File: config.mk
export PLATFORM = sky130hd
export DESIGN_NAME = useq_irq
export DESIGN_NICKNAME = d
export VERILOG_FILES = /design/src/rtl/useq_irq.sv
export SDC_FILE = /design/constraint.sdc
export NUM_CORES = 1
export LEC_CHECK = 0
export ABC_AREA = 1
export CAP_MARGIN = 40
export CORE_ASPECT_RATIO = 0.7
export CORE_MARGIN = 10
export CORE_UTILIZATION = 55
export CTS_CLUSTER_DIAMETER = 200
export DETAILED_ROUTE_END_ITERATION = 10
export PLACE_DENSITY = 0.72
export SLEW_MARGIN = 20
export SYNTH_ARGS = -nofsm -noshare
export SYNTH_HDL_FRONTEND = slang
export SYNTH_SLANG_ARGS = --single-unit
File: constraint.sdc
create_clock -name clk -period 21.8 [get_ports clk]
set_clock_uncertainty 0.15 [all_clocks]
set_input_delay 6.54 -clock clk [delete_from_list [all_inputs] [get_ports clk]]
set_output_delay 6.54 -clock clk [all_outputs]
set_load 0.1 [all_outputs]
File: src/rtl/useq_irq.sv
// Parametrised two-phase micro-sequencer: accumulator core, register file, return stack and
// prioritised edge-triggered interrupts with per-line acknowledge.
module useq_irq #(
    parameter int unsigned DATA_W      = 8,
    parameter int unsigned ADDR_W      = 8,
    parameter int unsigned NREGS       = 16,
    parameter int unsigned STACK_DEPTH = 4,
    parameter int unsigned N_IRQ       = 4,
    parameter int unsigned IRQ_BASE    = 'h08
) (
    input  logic              clk,
    input  logic              rst,
    input  logic [7:0]        mem_data,
    output logic [ADDR_W-1:0] mem_addr,
    input  logic [DATA_W-1:0] i_port,
    output logic [DATA_W-1:0] o_port,
    input  logic [N_IRQ-1:0]  irq,
    output logic [N_IRQ-1:0]  irq_ack,
    output logic              stk_err
);
    localparam int unsigned SP_W  = $clog2(STACK_DEPTH + 1);
    localparam int unsigned IDX_W = (N_IRQ > 1) ? $clog2(N_IRQ) : 1;

    typedef enum logic {StFetch, StExec} state_e;

    state_e            state_q;
    logic [ADDR_W-1:0] pc_q, epc_q;
    logic [DATA_W-1:0] a_q, o_port_q, ip_q;
    logic [DATA_W-1:0] regs_q [16];
    logic [ADDR_W-1:0] stack_q [2**SP_W];
    logic [SP_W-1:0]   sp_q;
    logic [7:0]        instr_q;
    logic [N_IRQ-1:0]  irq_ack_q, pending_q, mask_q, irq_s1_q, irq_s2_q;
    logic              stk_err_q, ie_q;

    // Interrupt selection: lowest pending, unmasked index wins.
    logic             irq_hit, take_irq;
    logic [IDX_W-1:0] irq_idx;
    logic [N_IRQ-1:0] irq_oh, pend_clr;

    always_comb begin
        irq_hit = 1'b0;
        irq_idx = '0;
        for (int k = N_IRQ - 1; k >= 0; k--) begin
            if (pending_q[k] && mask_q[k]) begin
                irq_hit = 1'b1;
                irq_idx = IDX_W'(k);
            end
        end
    end

    assign take_irq = (state_q == StFetch) && ie_q && irq_hit;
    assign irq_oh   = N_IRQ'(1) << irq_idx;
    assign pend_clr = take_irq ? irq_oh : '0;

    // Execute-phase decode.
    logic [3:0]        op, r;
    logic              reg_ok, reg_we, out_we, push, pop, err, mask_we, rti;
    logic [DATA_W-1:0] rdata, a_d;
    logic [ADDR_W-1:0] pc_inc, pc_d;

    always_comb begin
        op      = instr_q[7:4];
        r       = instr_q[3:0];
        reg_ok  = 32'(r) < NREGS;
        rdata   = reg_ok ? regs_q[r] : '0;
        pc_inc  = pc_q + ADDR_W'(1);
        a_d     = a_q;
        pc_d    = pc_inc;
        reg_we  = 1'b0;
        out_we  = 1'b0;
        push    = 1'b0;
        pop     = 1'b0;
        err     = 1'b0;
        mask_we = 1'b0;
        rti     = 1'b0;
        case (op)
            4'h0: a_d = rdata;
            4'h1: reg_we = reg_ok;
            4'h2: a_d = a_q + rdata;
            4'h3: a_d = a_q - rdata;
            4'h4: a_d = a_q & rdata;
            4'h5: a_d = a_q | rdata;
            4'h6: a_d = a_q ^ rdata;
            4'h7: a_d = {a_q[DATA_W-5:0], r};
            4'h8: pc_d = pc_q + ADDR_W'(r) + ADDR_W'(1);
            4'h9: if (a_q != '0) pc_d = pc_q - ADDR_W'(r) - ADDR_W'(1);
            4'hB: if (a_q == rdata) pc_d = pc_q + ADDR_W'(2);
            4'hA: begin
                case (r)
                    4'h0: a_d = a_q + DATA_W'(1);
                    4'h1: a_d = a_q - DATA_W'(1);
                    4'h2: a_d = a_q << 1;
                    4'h3: a_d = a_q >> 1;
                    4'h4: a_d = ~a_q;
                    4'h5: a_d = '0;
                    4'h6: out_we = 1'b1;
                    4'h7: a_d = ip_q;
                    4'h8: begin
                        if (sp_q == SP_W'(STACK_DEPTH)) begin
                            err = 1'b1;
                        end else begin
                            push = 1'b1;
                            pc_d = a_q[ADDR_W-1:0];
                        end
                    end
                    4'h9: begin
                        if (sp_q == '0) begin
                            err = 1'b1;
                        end else begin
                            pop  = 1'b1;
                            pc_d = stack_q[sp_q - SP_W'(1)];
                        end
                    end
                    4'hA: mask_we = 1'b1;
                    4'hB: begin
                        rti  = 1'b1;
                        pc_d = epc_q;
                    end
                    default: ;
                endcase
            end
            default: ;
        endcase
    end

    always_ff @(posedge clk or posedge rst) begin
        if (rst) begin
            state_q   <= StFetch;
            pc_q      <= '0;
            epc_q     <= '0;
            a_q       <= '0;
            o_port_q  <= '0;
            ip_q      <= '0;
            sp_q      <= '0;
            instr_q   <= '0;
            irq_ack_q <= '0;
            pending_q <= '0;
            mask_q    <= '0;
            irq_s1_q  <= '0;
            irq_s2_q  <= '0;
            stk_err_q <= 1'b0;
            ie_q      <= 1'b1;
            for (int i = 0; i < 16; i++) regs_q[i] <= '0;
            for (int i = 0; i < 2**SP_W; i++) stack_q[i] <= '0;
        end else begin
            irq_s1_q  <= irq;
            irq_s2_q  <= irq_s1_q;
            ip_q      <= i_port;
            irq_ack_q <= '0;
            // A new edge outranks a same-cycle clear.
            pending_q <= (pending_q & ~pend_clr) | (irq_s1_q & ~irq_s2_q);
            case (state_q)
                StFetch: begin
                    if (take_irq) begin
                        epc_q     <= pc_q;
                        ie_q      <= 1'b0;
                        irq_ack_q <= irq_oh;
                        pc_q      <= ADDR_W'(IRQ_BASE) + ADDR_W'(irq_idx);
                    end else begin
                        instr_q <= mem_data;
                        state_q <= StExec;
                    end
                end
                StExec: begin
                    a_q     <= a_d;
                    pc_q    <= pc_d;
                    state_q <= StFetch;
                    if (reg_we) regs_q[r] <= a_q;
                    if (out_we) o_port_q <= a_q;
                    if (mask_we) mask_q <= a_q[N_IRQ-1:0];
                    if (rti) ie_q <= 1'b1;
                    if (err) stk_err_q <= 1'b1;
                    if (push) begin
                        stack_q[sp_q] <= pc_inc;
                        sp_q          <= sp_q + SP_W'(1);
                    end
                    if (pop) sp_q <= sp_q - SP_W'(1);
                end
                default: state_q <= StFetch;
            endcase
        end
    end

    assign mem_addr = pc_q;
    assign o_port   = o_port_q;
    assign irq_ack  = irq_ack_q;
    assign stk_err  = stk_err_q;

endmodule

==> GITHUB_STEP_SUMMARY, run 1 <==
## Implementation flow summary

| Metric | Value |
|---|---|
| Most common reg cell | dfrtp_1 |
| Outcome | finished clean |
| Rows | 48 |
| Stage-log warning count | 48 |
| CP Capture Type | primary output |
| Xor+xnor area frac | 0.942% |
| Final min period | 8860 ps |
| Non-Filler Instances | 2142 |
| First-pass GRT wire length | 67400 um |
| Peak VDD IR | 168 uV |
| Top delay family on crit path | buffers and inverters |
| Setup bufs post-CTS | 0 |
| Total grt overflow | 0 |
| Top comb family, area | simple AND/OR/NAND/NOR gates |
| Adder-cell share of the synthesized area | 3.98% |
| 1st-iter DRT viols | 1584 |
| Post-Route M1 WL | 20000 um |
| Number of global-route vias before repair | 11800 |
| Critical path class | reg2out |
| Gpl congestion | 0.968 |
| Top cell area share | 47.5% |
| Req. time, crit path | 15110 ps |
| Register clock-pin slew on the reported worst setup and hold paths | 70 ps |
| Final hold violations | 0 |
| Slowest CP cell | dfrtp_1 |
| Die area | 32200 um2 |
| Startpoint types | flop |
| Hold path depth | 0 |
| Cell Chain, Critical Path | clkdlybuf4s50_1, buf_8 |
| Post-Syn Nets | 1826 |
| Top cells by count | nand2_1, o21ai_0, dfrtp_1 |
| Seq/Total Area, Yosys | 47.7% |
| Routing usage on met3 | 7.66% |
| Synthesis-stage register bit count | 266 |
| Setup TNS | 0 ps |
| Top cells excl fill/tap | nand2_1, o21ai_0, dfrtp_1, inv_1, nor2_1 |
run 1: power by group:
part	switching [uW]	internal, uW	total (uW)
sequential	56.0	525	581
combinational	463	186	648
clock	207	302	509
run 1: path summary, 6_finish.rpt:
| kind | start | to | slack, ps |
|---|---|---|---|
| worst max register to register | instr_q[1]$_DFFE_PP0P_ | mem_addr[3]$_DFFE_PP0N_ | 17080 |
| worst min-delay path | irq_s1_q[3]$_DFF_PP0_ | irq_s2_q[3]$_DFF_PP0_ | 220 |
| worst min register to register | irq_s1_q[3]$_DFF_PP0_ | irq_s2_q[3]$_DFF_PP0_ | 220 |
| max in group asynchronous | rst | stack_q[32]$_DFFE_PP0P_ | 13770 |
| worst max-delay path | mem_addr[0]$_DFFE_PP0P_ | mem_addr[0] | 12940 |
| min in group asynchronous | rst | regs_q[113]$_DFFE_PP0P_ | 6220 |
run 1: per-stage QoR:
| step | cell area, um2 | power, uW |
|---|---|---|
| after CTS | 16000 | 1720 |
| after detailed placement | 15000 | 1210 |
| after global placement | 14600 | 1160 |
| final | 16000 | 1740 |
| after floorplan | 13900 | 976 |
| after global routing | 16000 | 1820 |
run 1: state kept, by name (all words and copies together) (netlist names):
signal	count
mask_q	4
pending_q	4
regs_q	128
stack_q	64
state_q	1
irq_s2_q	4
stk_err	1
irq_s1_q	4
mem_addr	8
a_q	8
ip_q	8
instr_q	8
o_port	8
irq_ack	4
epc_q	8
ie_q	1
sp_q	3
run 1: final cells by class:
cell class / count / area (um2)
Fill cell: 2102 / 8820
Sequential cell: 266 / 6660
Multi-Input combinational cell: 1279 / 6450
Timing Repair Buffer: 90 / 1000
Clock buffer: 33 / 738
Inverter: 130 / 495
Tap cell: 325 / 407
Clock inverter: 17 / 234
Antenna cell: 2 / 5.00
Run 1, the metal 4 layer:
The bar under the picture is 50 um long.
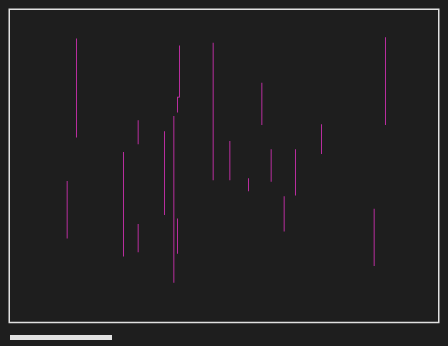
share of all routed wire = 1.4%
main direction = vertical
wire length on this layer = 578 um
longest straight run = 81.6 um
nets with wire on the layer = 12

Run 1, I/O pins on the die edge:
Pins as bars across the die edge, other pins in gray.
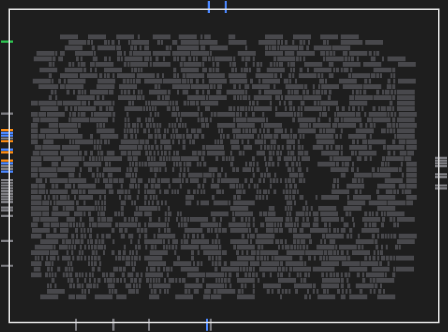
orange -> irq  # pins 4, direction input, edge west
green -> clk  # pins 1, direction input, edge west
blue -> i_port  # pins 8, direction input, edge 5 west, 2 north, 1 south
all pins by edge = 28 west, 8 east, 5 south, 2 north

Run 1, sizing map:
The bar under the picture is 50 um long.
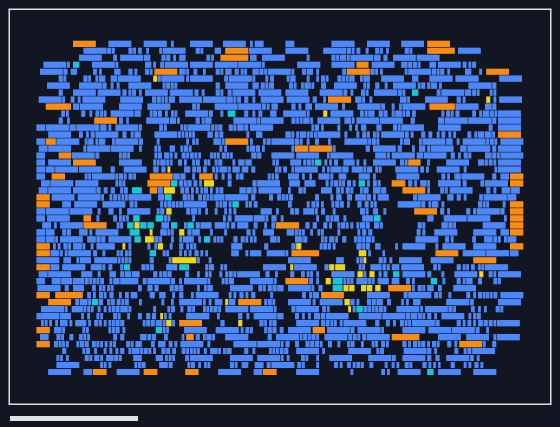
orange -> _6 and larger  # cells 66, share 3.6%, most used clkbuf_16
blue -> _0 and _1 cells  # cells 1683, share 93%, most used nand2_1
cyan -> _3 and _4 cells  # cells 31, share 1.7%, most used buf_4
yellow -> _2 cells  # cells 35, share 1.9%, most used nand2_2

Run 1, clock nets:
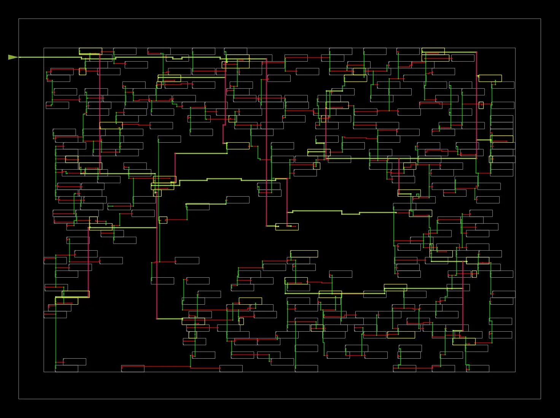

## Run 2: what changed since run 1
==> constraint.sdc (replaced) <==
create_clock -name clk -period 8.4 [get_ports clk]
set_clock_uncertainty 0.15 [all_clocks]
set_input_delay 2.52 -clock clk [delete_from_list [all_inputs] [get_ports clk]]
set_output_delay 2.52 -clock clk [all_outputs]
set_load 0.1 [all_outputs]
Run 2, clock nets:
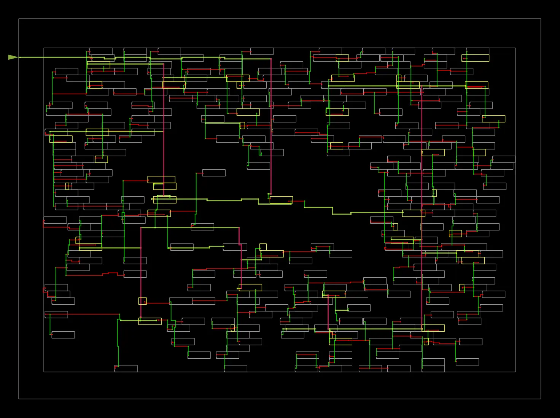
Seq Cell Count: 266
CTS Sinks: 266

==> GITHUB_STEP_SUMMARY, run 2 <==
## Implementation flow summary

| Metric | Value |
|---|---|
| Outcome | finished clean |
| Synthesis-stage register bit count | 266 (unchanged) |
| Xor+xnor area frac | 0.942% (unchanged) |
| Die area | 32200 um2 (unchanged) |
| Comb. cell area | 6450 um2 (unchanged) |
| Most common reg cell | dfrtp_1 |
| Ant. Diodes | 0 (-2) |
| Startpoint types | flop |
| Top comb family, area | simple AND/OR/NAND/NOR gates |
| Avg WL per Cell | 19.5 um |
| Setup bufs post-CTS | 0 (unchanged) |
| Stage-log warning count | 50 (+4.2%) |
| Area after DPL | 15000 um2 (-0.11%) |
| Final min period | 4830 ps |
| Top delay family on crit path | buffers and inverters |
| 1st-iter DRT viols | 1593 (+0.57%) |
| Largest Register | regs_q |
| Total grt overflow | 0 (unchanged) |
| Resize count post-CTS | 0 |
| Top cell excl fill/tap | nand2_1 |
| Number of global-route vias before repair | 12000 (+1.2%) |
| Setup TNS | 0 ps (unchanged) |
| Seq/Total Area, Yosys | 47.7% (unchanged) |
| Largest register FFs | 128 (unchanged) |
| Adder-cell share of the synthesized area | 3.98% (unchanged) |
| Cell Chain, Critical Path | clkdlybuf4s50_1, buf_8 |
| Final hold violations | 0 (unchanged) |
| Top cell area share | 47.5% (unchanged) |
| Regs by FF count | regs_q x128, stack_q x64 |
| Fin area | 15900 um2 (-0.58%) |
| Fillcell total | 2166 (+3.0%) |
| Peak VDD IR | 268 uV (+60%) |
| Register clock-pin slew on the reported worst setup and hold paths | 70 ps (about the same) |
| CTS buffer count | 26 |
| Top cells by count | nand2_1, o21ai_0, dfrtp_1 |
| Critical path class | reg2out |
| CP Capture Type | primary output |
| Post-Syn Nets | 1826 (unchanged) |
## run 2: cell counts after synthesis
Identical to the previous run, type by type.
## run 2: area by class of cell
cell class                 count  area share (%)
clock buffer                  37            4.86
clock inverter                11           0.701
inverter                     130            3.09
multi-input combinational   1279            40.6
sequential                   266            41.9
tap                          325            2.56
timing repair buffer          88            6.32
## run 2: where the power goes
| group | leakage [uW] | internal, uW | switching (uW) |
|---|---|---|---|
| logic | 0.00334 | 482 | 1170 |
| registers | 0.00360 | 1360 | 149 |
| clock network | 0.000440 | 703 | 508 |
| total | 0.00738 | 2550 | 1830 |
## run 2: worst paths after layout
path,from,endpoint,depth (start not counted)
min,irq_s1_q[0]$_DFF_PP0_,irq_s2_q[0]$_DFF_PP0_,0
max reg2reg,instr_q[1]$_DFFE_PP0P_,mem_addr[3]$_DFFE_PP0N_,19
max in group asynchronous,rst,regs_q[57]$_DFFE_PP0P_,4
min reg2reg,irq_s1_q[0]$_DFF_PP0_,irq_s2_q[0]$_DFF_PP0_,0
max,mem_addr[0]$_DFFE_PP0P_,mem_addr[0],2
min in group asynchronous,rst,mem_addr[4]$_DFFE_PP0N_,2
## run 2: kinds of logic after synthesis
group | count (synthesis)
AND-OR/OR-AND | 494
flip-flops | 266
XOR/XNOR | 15
multiplexers | 1
adder cells (fa/ha/maj) | 42
AND/OR/NAND/NOR | 727
buffers and inverters | 217
## run 2: layer usage
layer	GRT usage (%)	share of wire (%)
met1	39.1	47
met2	34.8	40
met3	8.09	12
met5	0	0
met4	5.23	1.7
## run 2: per-stage QoR
stage | setup slack (ps) | power (uW)
final | 3570 | 4380
after floorplan | 2220 | 2530
after global placement | 3580 | 3010
after detailed placement | 3580 | 3120
after CTS | 3600 | 4330
after global routing | 3510 | 4610
Power and IR drop assume default switching activity.
